$ cat src/rtl/axis_dac_player_pkg.sv
// Shared definitions for the BRAM waveform player: FSM encoding and DAC
// sample packing constants.
package axis_dac_player_pkg;

    localparam logic [1:0] ST_IDLE  = 2'd0;
    localparam logic [1:0] ST_PLAY  = 2'd1;
    localparam logic [1:0] ST_DRAIN = 2'd2;

    localparam int DAC_DATA_WIDTH = 14;
    localparam int LANE_A_OFFSET  = 0;

    // Sample B sits in the upper half of each stream word.
    function automatic int lane_b_offset(input int tdata_width);
        return tdata_width / 2;
    endfunction

endpackage

$ cat src/rtl/axis_dac_player_fifo.sv
// First-word-fall-through synchronous FIFO buffering BRAM returns ahead of
// the stream output register; occupancy feeds the read-credit logic.
module axis_dac_player_fifo
    import axis_dac_player_pkg::*;
#(
    parameter int WIDTH = 32,
    parameter int DEPTH = 4
) (
    input  logic                     aclk,
    input  logic                     areset,
    input  logic                     flush,
    input  logic                     push,
    input  logic [WIDTH-1:0]         push_data,
    input  logic                     pop,
    output logic [WIDTH-1:0]         head,
    output logic                     empty,
    output logic [$clog2(DEPTH):0]   count
);

    localparam int PW = $clog2(DEPTH);
    localparam logic [PW:0] FULL_CNT = (PW + 1)'(DEPTH);

    logic [WIDTH-1:0] mem_r [DEPTH];
    logic [PW-1:0]    wr_ptr_r;
    logic [PW-1:0]    rd_ptr_r;
    logic [PW:0]      count_r;
    logic             empty_s;
    logic             full_s;
    logic             push_s;
    logic             pop_s;

    // Qualify requests so the FIFO can never over- or underflow.
    always_comb begin
        empty_s = (count_r == {(PW + 1){1'b0}});
        full_s  = (count_r == FULL_CNT);
        pop_s   = pop && !empty_s;
        push_s  = push && (!full_s || pop_s);
    end

    // Storage array; contents are don't-care while the slot is unoccupied.
    always_ff @(posedge aclk) begin
        if (push_s && !flush) begin
            mem_r[wr_ptr_r] <= push_data;
        end
    end

    // Pointers and occupancy; flush empties the FIFO in one cycle.
    always_ff @(posedge aclk or posedge areset) begin
        if (areset) begin
            wr_ptr_r <= {PW{1'b0}};
            rd_ptr_r <= {PW{1'b0}};
            count_r  <= {(PW + 1){1'b0}};
        end else if (flush) begin
            wr_ptr_r <= {PW{1'b0}};
            rd_ptr_r <= {PW{1'b0}};
            count_r  <= {(PW + 1){1'b0}};
        end else begin
            if (push_s) begin
                wr_ptr_r <= wr_ptr_r + PW'(1);
            end
            if (pop_s) begin
                rd_ptr_r <= rd_ptr_r + PW'(1);
            end
            case ({push_s, pop_s})
                2'b10:   count_r <= count_r + (PW + 1)'(1);
                2'b01:   count_r <= count_r - (PW + 1)'(1);
                default: count_r <= count_r;
            endcase
        end
    end

    assign head  = mem_r[rd_ptr_r];
    assign empty = empty_s;
    assign count = count_r;

endmodule

$ cat src/rtl/axis_dac_player.sv
// BRAM waveform playback engine: streams packed DAC sample pairs from BRAM
// onto an AXI4-Stream master with configurable length and loop count.
module axis_dac_player
    import axis_dac_player_pkg::*;
#(
    parameter int AXIS_TDATA_WIDTH = 32,
    parameter int BRAM_ADDR_WIDTH  = 12,
    parameter int READ_LATENCY     = 2,
    parameter int FIFO_DEPTH       = 4
) (
    input  logic                          aclk,
    input  logic                          areset,
    input  logic [BRAM_ADDR_WIDTH:0]      cfg_length,
    input  logic [15:0]                   cfg_loops,
    input  logic                          trig,
    input  logic                          stop,
    output logic                          busy,
    output logic [BRAM_ADDR_WIDTH-1:0]    sts_addr,
    output logic [15:0]                   sts_loops,
    output logic                          bram_porta_clk,
    output logic                          bram_porta_rst,
    output logic [BRAM_ADDR_WIDTH-1:0]    bram_porta_addr,
    input  logic [AXIS_TDATA_WIDTH-1:0]   bram_porta_rddata,
    input  logic                          m_axis_tready,
    output logic [AXIS_TDATA_WIDTH-1:0]   m_axis_tdata,
    output logic                          m_axis_tvalid
);

    localparam int AW = BRAM_ADDR_WIDTH;
    localparam int LW = BRAM_ADDR_WIDTH + 1;
    localparam int CW = $clog2(FIFO_DEPTH) + 1;
    localparam int IW = CW + 1;
    localparam logic [LW-1:0] LEN_ONE  = LW'(1);
    localparam logic [IW-1:0] DEPTH_IW = IW'(FIFO_DEPTH);

    logic [1:0]                    state_r;
    logic                          busy_r;
    logic                          trig_r;
    logic [LW-1:0]                 len_r;
    logic [15:0]                   loops_r;
    logic [AW-1:0]                 next_addr_r;
    logic [AW-1:0]                 addr_r;
    logic [AW-1:0]                 sts_addr_r;
    logic [15:0]                   sts_loops_r;
    logic                          addr_vld_r;
    logic [READ_LATENCY-1:0]       pipe_r;
    logic                          tvalid_r;
    logic [AXIS_TDATA_WIDTH-1:0]   tdata_r;

    logic [LW-1:0]                 len_s;
    logic [15:0]                   loops_s;
    logic [AW-1:0]                 cur_addr_s;
    logic [15:0]                   done_s;
    logic [15:0]                   pass_s;
    logic                          last_s;
    logic                          final_s;
    logic [IW-1:0]                 inflight_s;
    logic                          credit_s;
    logic                          load_s;
    logic                          pop_s;
    logic                          drained_s;
    logic                          trig_edge_s;
    logic                          start_s;
    logic                          issue_s;

    logic [AXIS_TDATA_WIDTH-1:0]   fifo_head_s;
    logic                          fifo_empty_s;
    logic [CW-1:0]                 fifo_count_s;

    // Issue decision. In IDLE the start edge issues address 0 using the live
    // cfg values, which is what makes the first beat land on time.
    always_comb begin
        len_s       = (state_r == ST_IDLE) ? cfg_length : len_r;
        loops_s     = (state_r == ST_IDLE) ? cfg_loops : loops_r;
        cur_addr_s  = (state_r == ST_IDLE) ? {AW{1'b0}} : next_addr_r;
        done_s      = (state_r == ST_IDLE) ? 16'd0 : sts_loops_r;
        pass_s      = done_s + 16'd1;
        last_s      = ({1'b0, cur_addr_s} == (len_s - LEN_ONE));
        final_s     = last_s && (loops_s != 16'd0) && (pass_s == loops_s);
        inflight_s  = IW'(addr_vld_r);
        for (int i = 0; i < READ_LATENCY; i++) begin
            inflight_s = inflight_s + IW'(pipe_r[i]);
        end
        load_s      = !tvalid_r || m_axis_tready;
        pop_s       = load_s && !fifo_empty_s && !stop;
        // Credit counts the slot freed by this cycle's pop so steady-state
        // playback issues every cycle.
        credit_s    = ((IW'(fifo_count_s) + inflight_s) < (DEPTH_IW + IW'(pop_s)));
        drained_s   = !addr_vld_r && (pipe_r == {READ_LATENCY{1'b0}}) && fifo_empty_s && load_s;
        trig_edge_s = trig && !trig_r;
        start_s     = (state_r == ST_IDLE) && trig_edge_s && !stop && (cfg_length != {LW{1'b0}});
        case (state_r)
            ST_IDLE: issue_s = start_s;
            ST_PLAY: issue_s = credit_s && !stop;
            default: issue_s = 1'b0;
        endcase
    end

    // Playback FSM, address generation and status counters.
    always_ff @(posedge aclk or posedge areset) begin
        if (areset) begin
            state_r     <= ST_IDLE;
            busy_r      <= 1'b0;
            trig_r      <= 1'b0;
            len_r       <= {LW{1'b0}};
            loops_r     <= 16'd0;
            next_addr_r <= {AW{1'b0}};
            addr_r      <= {AW{1'b0}};
            sts_addr_r  <= {AW{1'b0}};
            sts_loops_r <= 16'd0;
        end else begin
            trig_r <= trig;
            if (stop) begin
                state_r <= ST_IDLE;
                busy_r  <= 1'b0;
            end else begin
                if (issue_s) begin
                    addr_r      <= cur_addr_s;
                    sts_addr_r  <= cur_addr_s;
                    next_addr_r <= last_s ? {AW{1'b0}} : (cur_addr_s + AW'(1));
                end
                if (issue_s && last_s) begin
                    sts_loops_r <= pass_s;
                end else if (start_s) begin
                    sts_loops_r <= 16'd0;
                end
                case (state_r)
                    ST_IDLE: begin
                        if (start_s) begin
                            len_r   <= cfg_length;
                            loops_r <= cfg_loops;
                            busy_r  <= 1'b1;
                            state_r <= final_s ? ST_DRAIN : ST_PLAY;
                        end
                    end
                    ST_PLAY: begin
                        if (issue_s && final_s) begin
                            state_r <= ST_DRAIN;
                        end
                    end
                    ST_DRAIN: begin
                        if (drained_s) begin
                            state_r <= ST_IDLE;
                            busy_r  <= 1'b0;
                        end
                    end
                    default: begin
                        state_r <= ST_IDLE;
                        busy_r  <= 1'b0;
                    end
                endcase
            end
        end
    end

    // In-flight tracking: address-valid stage followed by the BRAM latency.
    always_ff @(posedge aclk or posedge areset) begin
        if (areset) begin
            addr_vld_r <= 1'b0;
            pipe_r     <= {READ_LATENCY{1'b0}};
        end else if (stop) begin
            addr_vld_r <= 1'b0;
            pipe_r     <= {READ_LATENCY{1'b0}};
        end else begin
            addr_vld_r <= issue_s;
            pipe_r[0]  <= addr_vld_r;
            for (int i = 1; i < READ_LATENCY; i++) begin
                pipe_r[i] <= pipe_r[i-1];
            end
        end
    end

    axis_dac_player_fifo #(
        .WIDTH (AXIS_TDATA_WIDTH),
        .DEPTH (FIFO_DEPTH)
    ) u_fifo (
        .aclk      (aclk),
        .areset    (areset),
        .flush     (stop),
        .push      (pipe_r[READ_LATENCY-1]),
        .push_data (bram_porta_rddata),
        .pop       (pop_s),
        .head      (fifo_head_s),
        .empty     (fifo_empty_s),
        .count     (fifo_count_s)
    );

    // Registered stream output; holds data stable while stalled.
    always_ff @(posedge aclk or posedge areset) begin
        if (areset) begin
            tvalid_r <= 1'b0;
            tdata_r  <= {AXIS_TDATA_WIDTH{1'b0}};
        end else if (stop) begin
            tvalid_r <= 1'b0;
        end else if (load_s) begin
            tvalid_r <= !fifo_empty_s;
            if (!fifo_empty_s) begin
                tdata_r <= fifo_head_s;
            end
        end
    end

    assign busy            = busy_r;
    assign sts_addr        = sts_addr_r;
    assign sts_loops       = sts_loops_r;
    assign bram_porta_clk  = aclk;
    assign bram_porta_rst  = areset;
    assign bram_porta_addr = addr_r;
    assign m_axis_tdata    = tdata_r;
    assign m_axis_tvalid   = tvalid_r;

endmodule

$ cat config.mk
export PLATFORM = sky130hd
export DESIGN_NAME = axis_dac_player
export DESIGN_NICKNAME = d
export VERILOG_FILES = /design/src/rtl/axis_dac_player_pkg.sv /design/src/rtl/axis_dac_player_fifo.sv /design/src/rtl/axis_dac_player.sv
export SDC_FILE = /design/constraint.sdc
export NUM_CORES = 1
export LEC_CHECK = 0
export ABC_CLOCK_PERIOD_IN_PS = 6400
export CORE_MARGIN = 5
export CORE_UTILIZATION = 46
export CTS_CLUSTER_SIZE = 8
export DETAILED_ROUTE_END_ITERATION = 12
export PLACE_DENSITY = 0.75
export SKIP_CTS_REPAIR_TIMING = 1
export SLEW_MARGIN = 5
export SYNTH_ARGS = -nofsm -noshare
export SYNTH_HDL_FRONTEND = slang
export SYNTH_HIERARCHICAL = 1
export SYNTH_SLANG_ARGS = --single-unit
$ cat constraint.sdc
create_clock -name aclk -period 6.4 [get_ports aclk]
set_input_delay 0.64 -clock aclk [delete_from_list [all_inputs] [get_ports aclk]]
set_output_delay 0.64 -clock aclk [all_outputs]
set_load 0.01 [all_outputs]
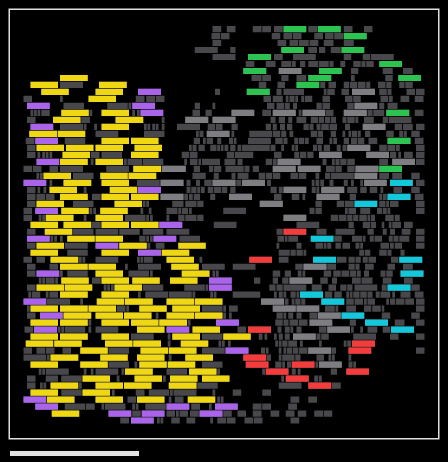
flops_by_reg.png
Scale bar: 50 um. Other sequential cells in the stronger grey, the rest of the logic in the fainter grey.
colour	signal	sequential cells
purple	m_axis_tdata	32
green	loops_r	16
cyan	len_r	13
yellow	u_fifo/mem_r	128
red	sts_addr	12
not coloured	43

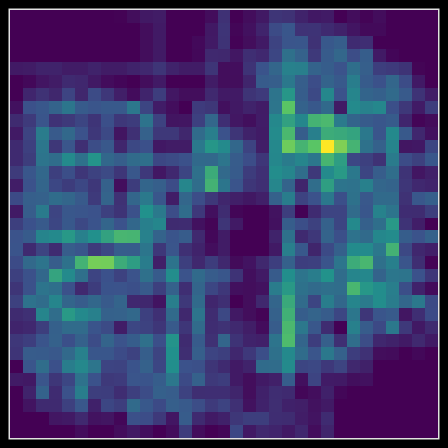
metal_density.png
33 x 33 tiles, from dark purple (low) to yellow (high), scaled to the fullest tile. Values are wire area over tile area, all layers added.
nearly empty tiles	15%
fullest tile	0.72
tiles over half the peak	4.3%
mean over tiles	0.15
emptiest ninth of the die	north-west

==> flow_summary.yaml <==
# generated from flow reports
power:
  pwr-share-seq_pct: 44.6
  swShare_pct: 24.0
  p_leak_nw: 5.34
  power_density_mw_per_mm2: 294
  clkPwrFrac_pct: 45.2
  internal-power_w: 0.00313
  p_sw_w: 0.000990
  ir_drop_v: 0.000227
  combPwrFrac_pct: 10.2
global_route:
  grt_start_max_net_pins: 59
  grt_pass1_wl_um: 42200
  grt_pass1_vias: 7844
sta:
  tightest_slew_ns: 0.983
  rsz0062_at_grt: "no"
  worst_hold_slack_ns: 0.393
  max-slew-margin-rel_pct: 34.3
drt:
  drcViolationCount: 0
  drt_pre_antenna_iters: 4
  viasPerCell: 5.53
cells_and_area:
  diodes: 0
  nets: 1091
  drive_gt1_share_pct: 13.2
  area_delta_synth_final_pct: 24.6
die:
  die_x_um: 167
  die_h_um: 167
  io_pins: 142
  rows: 57
  coreArea_mm2: 0.0242
  chipArea_mm2: 0.0277
yosys:
  postSynthSeqShare_pct: 59.9
  async_flop_share_pct: 47.5
  synth_cells: 878
  most_common_cell: "nand2_1"
  ys_ff: 244
  edf_count: 128
  fp_nets: 956
  synth.distinct_cells: 65
  largest_area_cell: "edfxtp_1"
  syn_avg_cell_area_um2: 12.8
  syn-cell-area_mm2: 0.0113
clock_network:
  path_clk_slew_ns: 0.05
  cts_tree: "yes"
critical_path:
  critPathMaxFanout: 2
  arrival_ns: 3.91
  cp_slowest_cell: "clkdlybuf4s50_1"
placed_design:
  place_hpwl_um: 16400
  gp_congestion: 0.830
run_status:
  status: "complete, no violations"
worst_hold_path:
  hold_path.class: "input pin to async pin"
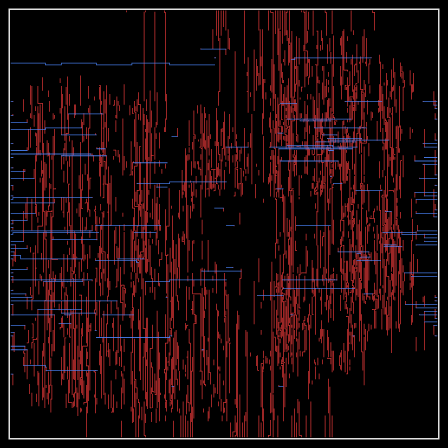
wires.png
Only two layers are drawn.
colour	layer	wire length
red	metal 2	12900 um
blue	metal 3	1460 um

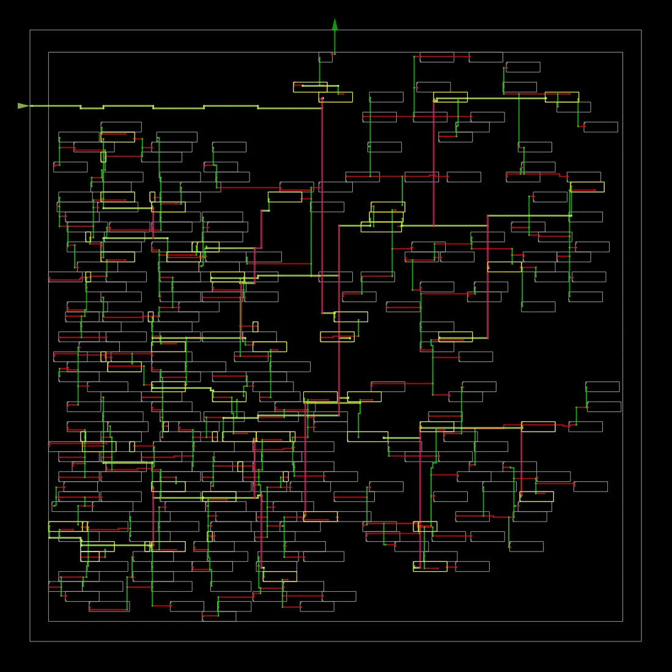
clocks.png
Clk. pwr: 0.00187 W
Setup Skew: 0.0118 ns
CLK BUF: 61
Clock Latency Late Sink: 0.62 ns
flop count: 244

## layer usage
layer / global-route usage (%) / vias up / part of all wire [%]
met5: 0 / - / 0.10
met4: 4.09 / 4 / 1.6
met3: 4.65 / 43 / 5.6
met2: 32.0 / 202 / 50
met1: 24.3 / 3766 / 43
li1: - / 3501 / -
## power by group through the flow
stage / combinational [W] / sequential, W / clock [W]
global placement: 0.000413 / 0.00186 / 0.0000159
detailed placement: 0.000421 / 0.00187 / 0.0000159
CTS: 0.000423 / 0.00184 / 0.00190
global route: 0.000464 / 0.00185 / 0.00198
finish: 0.000419 / 0.00184 / 0.00187
floorplan: 0.000258 / 0.00185 / 0.0000129
## registers in the layout, summed over array words and instances, names as in the netlist
register and flops:
u_fifo/mem_r 128, m_axis_tdata 32, loops_r 16, sts_loops 16, len_r 13, next_addr_r 12
sts_addr 12, u_fifo/count 3, pipe_r 2, state_r 2, u_fifo/rd_ptr_r 2, u_fifo/wr_ptr_r 2
addr_vld_r 1, busy 1, m_axis_tvalid 1, trig_r 1
## critical path, delay by kind of cell
family	cells	cell delay (ns)
buffers and inverters	3	0.70
## layout make-up
| type | instances | area (um2) |
|---|---|---|
| Clock buffer | 61 | 1080 |
| Clock inverter | 3 | 76.3 |
| Fill cell | 1938 | 10200 |
| Inverter | 16 | 62.6 |
| Multi-Input combinational cell | 559 | 4170 |
| Sequential cell | 244 | 6750 |
| Tap cell | 324 | 405 |
| Timing Repair Buffer | 152 | 1490 |
## cell families (layout without fill, tap and decap cells)
family	after synthesis	after routing	synth area share, %
flops	244	244	59.9
buf+inv	75	232	3.25
fa+ha+maj	12	12	1.53
mux	76	76	10.7
simple gates	297	297	13.0
compound gates	118	118	7.25
xor+xnor	56	56	4.47
## through the flow
stage	cells	area (um2)	setup WS, ns	util (%)	power (W)
detailed placement	1296	12900	1.88	53.1	0.00230
global route	1359	14000	1.71	57.9	0.00430
global placement	1296	12900	1.95	53.1	0.00229
floorplan	878	11300	2.41	-	0.00212
CTS	1359	14000	1.84	57.9	0.00417
finish	1359	14000	1.85	57.9	0.00412
## worst paths after layout
path | startpoint | endpoint | slack [ns] | depth (start not counted)
setup reg to reg | u_fifo/count[0] | sts_loops[12] | 2.04 | 10
min in group aclk | m_axis_tdata[12] | m_axis_tdata[12] | 0.47 | 2
hold / removal | areset | u_fifo/rd_ptr_r[1] | 0.39 | 2
max in group asynchronous | areset | len_r[5] | 4.59 | 3
setup / recovery | aclk | bram_porta_clk | 1.85 | 3
hold reg to reg | m_axis_tdata[12] | m_axis_tdata[12] | 0.47 | 2
## cell usage in the layout (no fill, tap or decap), types with 26 or more instances in the layout
master / Yosys / routed
dfrtp_1: 116 / 115
xnor2_1: 29 / 29
xor2_1: 26 / 26
o21ai_0: 28 / 28
edfxtp_1: 128 / 128
clkdlybuf4s50_1: 0 / 141
mux4_2: 32 / 32
mux2_2: 32 / 32
clkbuf_16: 0 / 39
nand2_1: 141 / 141
Power and IR drop assume default switching activity.
